Design uart_rx, sky130hd; sources not shown.
congestion.png
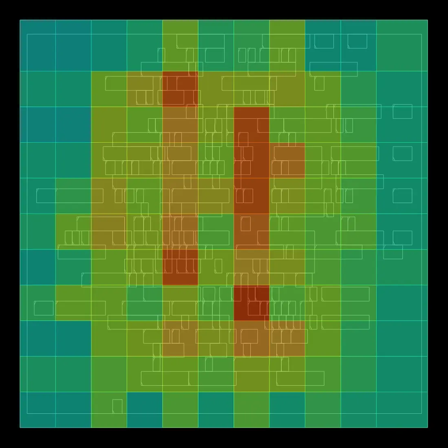
global-route usage over all layers: 11.58%
met3 track demand over resource in global routing: 3.793%

logic_types.png
Scale bar: 20 µm.
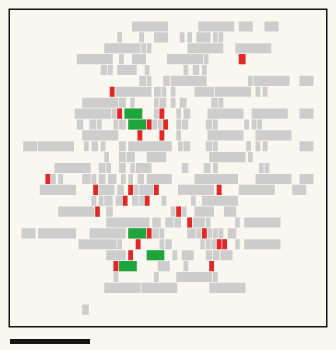
color	family	cells
green	adder and majority cells	5
red	inverters	26
dominant logic cell type in the layout: sky130_fd_sc_hd__nand2_1
multi-input gate share of the layout cell area: 33.37%
Final Non-Filler Cells: 294

==> results.sh <==
# physical design summary
export IMPL_status="completed"
export IMPL_total_switching_power_uw=208.0
export IMPL_leakage_component_of_the_power_nw=0.9849
export IMPL_start_kind="flop"
export IMPL_maxUsedRoutingLayer="met4"
export IMPL_synthesis_area_per_instance_um2=8.409
export IMPL_synth_compound_area_share_pct=4.449
export IMPL_wl_per_cell_um=10.20
export IMPL_power_density_nw_per_um2=570.2
export IMPL_gp_congestion=0.8464
export IMPL_power_frac_seq_pct=44.4
export IMPL_synth_flop_count=36
export IMPL_grt_pass1_wl_mm=5.520
export IMPL_fin_util_pct=36.84
export IMPL_drt_iter0_markers=51
export IMPL_layout_filler_cells=605
export IMPL_warning_count=29
export IMPL_timing_worst_slew_pin_value_ns=0.7993
export IMPL_ys_warn_count=0
export IMPL_synthesis_nets=212
export IMPL_layout_setup_ws_ns=1.077
export IMPL_worstPathRequired_ns=2.24
export IMPL_placed_cells_incl_taps=286
export IMPL_reg2reg_slack_ns=1.26
export IMPL_critPathKind="reg2out"
export IMPL_holdCritPathClass="in2async"
export IMPL_share_of_cell_area_taken_by_muxes_after_synthesis_pct=0
export IMPL_met2_layer_wire_length_in_the_routed_design_mm=1.216
export IMPL_synthDominantCellAreaShare_pct=49.60
export IMPL_clock_tree_htree_level_count=2
export IMPL_power_share_clock_pct=54.3
export IMPL_max_slew_margin_pct=46.71
export IMPL_final_period_demand_of_the_worst_path_ns=1.723
export IMPL_ctsResizeCount=0
export IMPL_detail_route_first_pass_iterations=4
export IMPL_design_area_um2=2066
export IMPL_cell_breakdown_of_the_critical_path="clkdlybuf4s50_1"
export IMPL_max_stage_delay_ns=0.51
export IMPL_routed_wirelength_mm=2.998
export IMPL_fin_total_pwr_mw=1.178
export IMPL_met1Wirelength_mm=1.604
export IMPL_placedInstanceArea_um2=1907
export IMPL_setup_worst_path_end_class="primary output"
export IMPL_n_antenna_cell=0
export IMPL_cts_post_setup_buffers_inserted=0
export IMPL_synth_top_cell_by_area="sky130_fd_sc_hd__dfrtp_1"
export IMPL_combPwrFrac_pct=1.2
export IMPL_design_core_area_um2=5608
export IMPL_fmax_mhz=580.3
export IMPL_seq_area_frac_synth_pct=52.66
export IMPL_port_buffer_count=13
export IMPL_final_layout_size_suffix_gt1_share_pct=11.26
export IMPL_worstRegToRegCells=9
export IMPL_busiest_layer="met2"
export IMPL_layout_area_comb_um2=689.4
export IMPL_netlist_top_cells_area="sky130_fd_sc_hd__dfrtp_1, sky130_fd_sc_hd__nand2_1, sky130_fd_sc_hd__nor2_1"
export IMPL_grt_antenna_before_repair=0
export IMPL_bufs_on_longest_clock_path=2
export IMPL_viasPerCell=4.279
export IMPL_first_global_vias=1191
export IMPL_cell_internal_pwr_uw=969.9
export IMPL_synth_yosys_chip_area_um2=1715
export IMPL_flow_area_growth_from_synthesis_pct=20.42
export IMPL_timing_final_crit_share_pct=61.54
export IMPL_netlist_instances=204
export IMPL_clk_insertion_delay_late_ns=0.29
export IMPL_cts_made_buffers=5
export IMPL_fin_setup_tns_ns=0
export IMPL_critical_path_slowest_cell="sky130_fd_sc_hd__clkdlybuf4s50_1"
export IMPL_async_reset_ff_share_pct=100.0
export IMPL_enable_flop_cells=0
export IMPL_met1_resource_use_gr_pct=15.90
export IMPL_hold_worst_slack_ns=0.3539
export IMPL_pre_placement_core_utilization_pct=30.59
export IMPL_ys_types=26
export IMPL_cts_clk_slew_worst_paths_ns=0.08
export IMPL_io_pin_count=14
export IMPL_synthesis_area_um2=1715
export IMPL_postRouteAntennaNets=0
export IMPL_core_rowCount=27
export IMPL_largest_register_ffs=9
export IMPL_timing_max_cap_violations=0
export IMPL_synthAdderAreaFrac_pct=3.647
export IMPL_timing_critical_path_arrival_ns=1.16
export IMPL_die_width_um=78.91
export IMPL_xor_xnor_area_share_pct=2.553
export IMPL_met3_length_um=100
export IMPL_place_hpwl_mm=2.078
export IMPL_timing_critical_path_depth=1
export IMPL_global_route_overflow_total=0
export IMPL_cts_tree="yes"
export IMPL_cp_num_buf_inv=1
export IMPL_clock_root_buffer="sky130_fd_sc_hd__clkbuf_8"
export IMPL_cts_sink_count=36
export IMPL_grt_start_max_net_pins=37
export IMPL_final_hold_viol_count=0
export IMPL_placement_setup_worst_slack_ns=1.206
export IMPL_yosysCellCount=204
export IMPL_synth_logic_top_family="simple AND/OR/NAND/NOR gates"
export IMPL_worst_clock_skew_ns=0.007368
export IMPL_ff_type="sky130_fd_sc_hd__dfrtp_1"
export IMPL_final_net_count=229
export IMPL_setup_violations=0
export IMPL_netSwitchingFraction_pct=17.66
export IMPL_vias=1258
export IMPL_area_sequential_um2=903.4
export IMPL_rsz0062_at_grt="no"
export IMPL_die_size_y_um=78.91
export IMPL_chipArea_um2=6227
export IMPL_drc=0
export IMPL_simple_gate_area_share_pct=29.54
export IMPL_top_family_by_delay_on_critical_path="buffers and inverters"
export IMPL_final_max_slew_viols=0
export IMPL_ir_worst_vdd_mv=0.2550
-- area by class of cell --
cell class	count	area share [%]
clock buffers	5	3.331
clock inverters	3	4.361
inverters	26	4.785
multi-input cells	139	33.37
flip-flops and latches	36	43.73
well taps	72	4.361
repair buffers	13	6.057
-- synthesized netlist by cell type, types with 2 or more instances --
cell and count:
sky130_fd_sc_hd__nand2_1 51, sky130_fd_sc_hd__dfrtp_1 34, sky130_fd_sc_hd__nor2_1 31, sky130_fd_sc_hd__inv_1 22
sky130_fd_sc_hd__nand3_1 18, sky130_fd_sc_hd__o21ai_1 12, sky130_fd_sc_hd__ha_1 5, sky130_fd_sc_hd__nand2_2 4
sky130_fd_sc_hd__xor2_1 4, sky130_fd_sc_hd__inv_2 3, sky130_fd_sc_hd__nor3_1 3, sky130_fd_sc_hd__dfstp_2 2
sky130_fd_sc_hd__nor2_2 2
-- cells in the final DEF, fill, tap and decap left out, drive strengths merged, types with 2 or more instances in the layout --
| cell type | netlist | final |
|---|---|---|
| nand2 | 56 | 56 |
| dfrtp | 34 | 34 |
| nor2 | 34 | 34 |
| inv | 25 | 25 |
| nand3 | 20 | 20 |
| o21ai | 13 | 13 |
| clkdlybuf4s50 | 0 | 12 |
| ha | 5 | 5 |
| clkbuf | 0 | 5 |
| xor2 | 4 | 4 |
| nor3 | 3 | 3 |
| bufinv | 0 | 3 |
| dfstp | 2 | 2 |
-- power by group through the flow --
| stage | sequential [mW] | clock, mW | combinational (mW) |
|---|---|---|---|
| after floorplan | 0.533 | 0 | 0.00277 |
| after detailed placement | 0.534 | 0 | 0.0159 |
| after CTS | 0.523 | 0.657 | 0.0159 |
| after global routing | 0.524 | 0.672 | 0.0180 |
| final | 0.524 | 0.640 | 0.0147 |
| after global placement | 0.534 | 0 | 0.0159 |
Power is estimated from default activity; no workload was simulated.
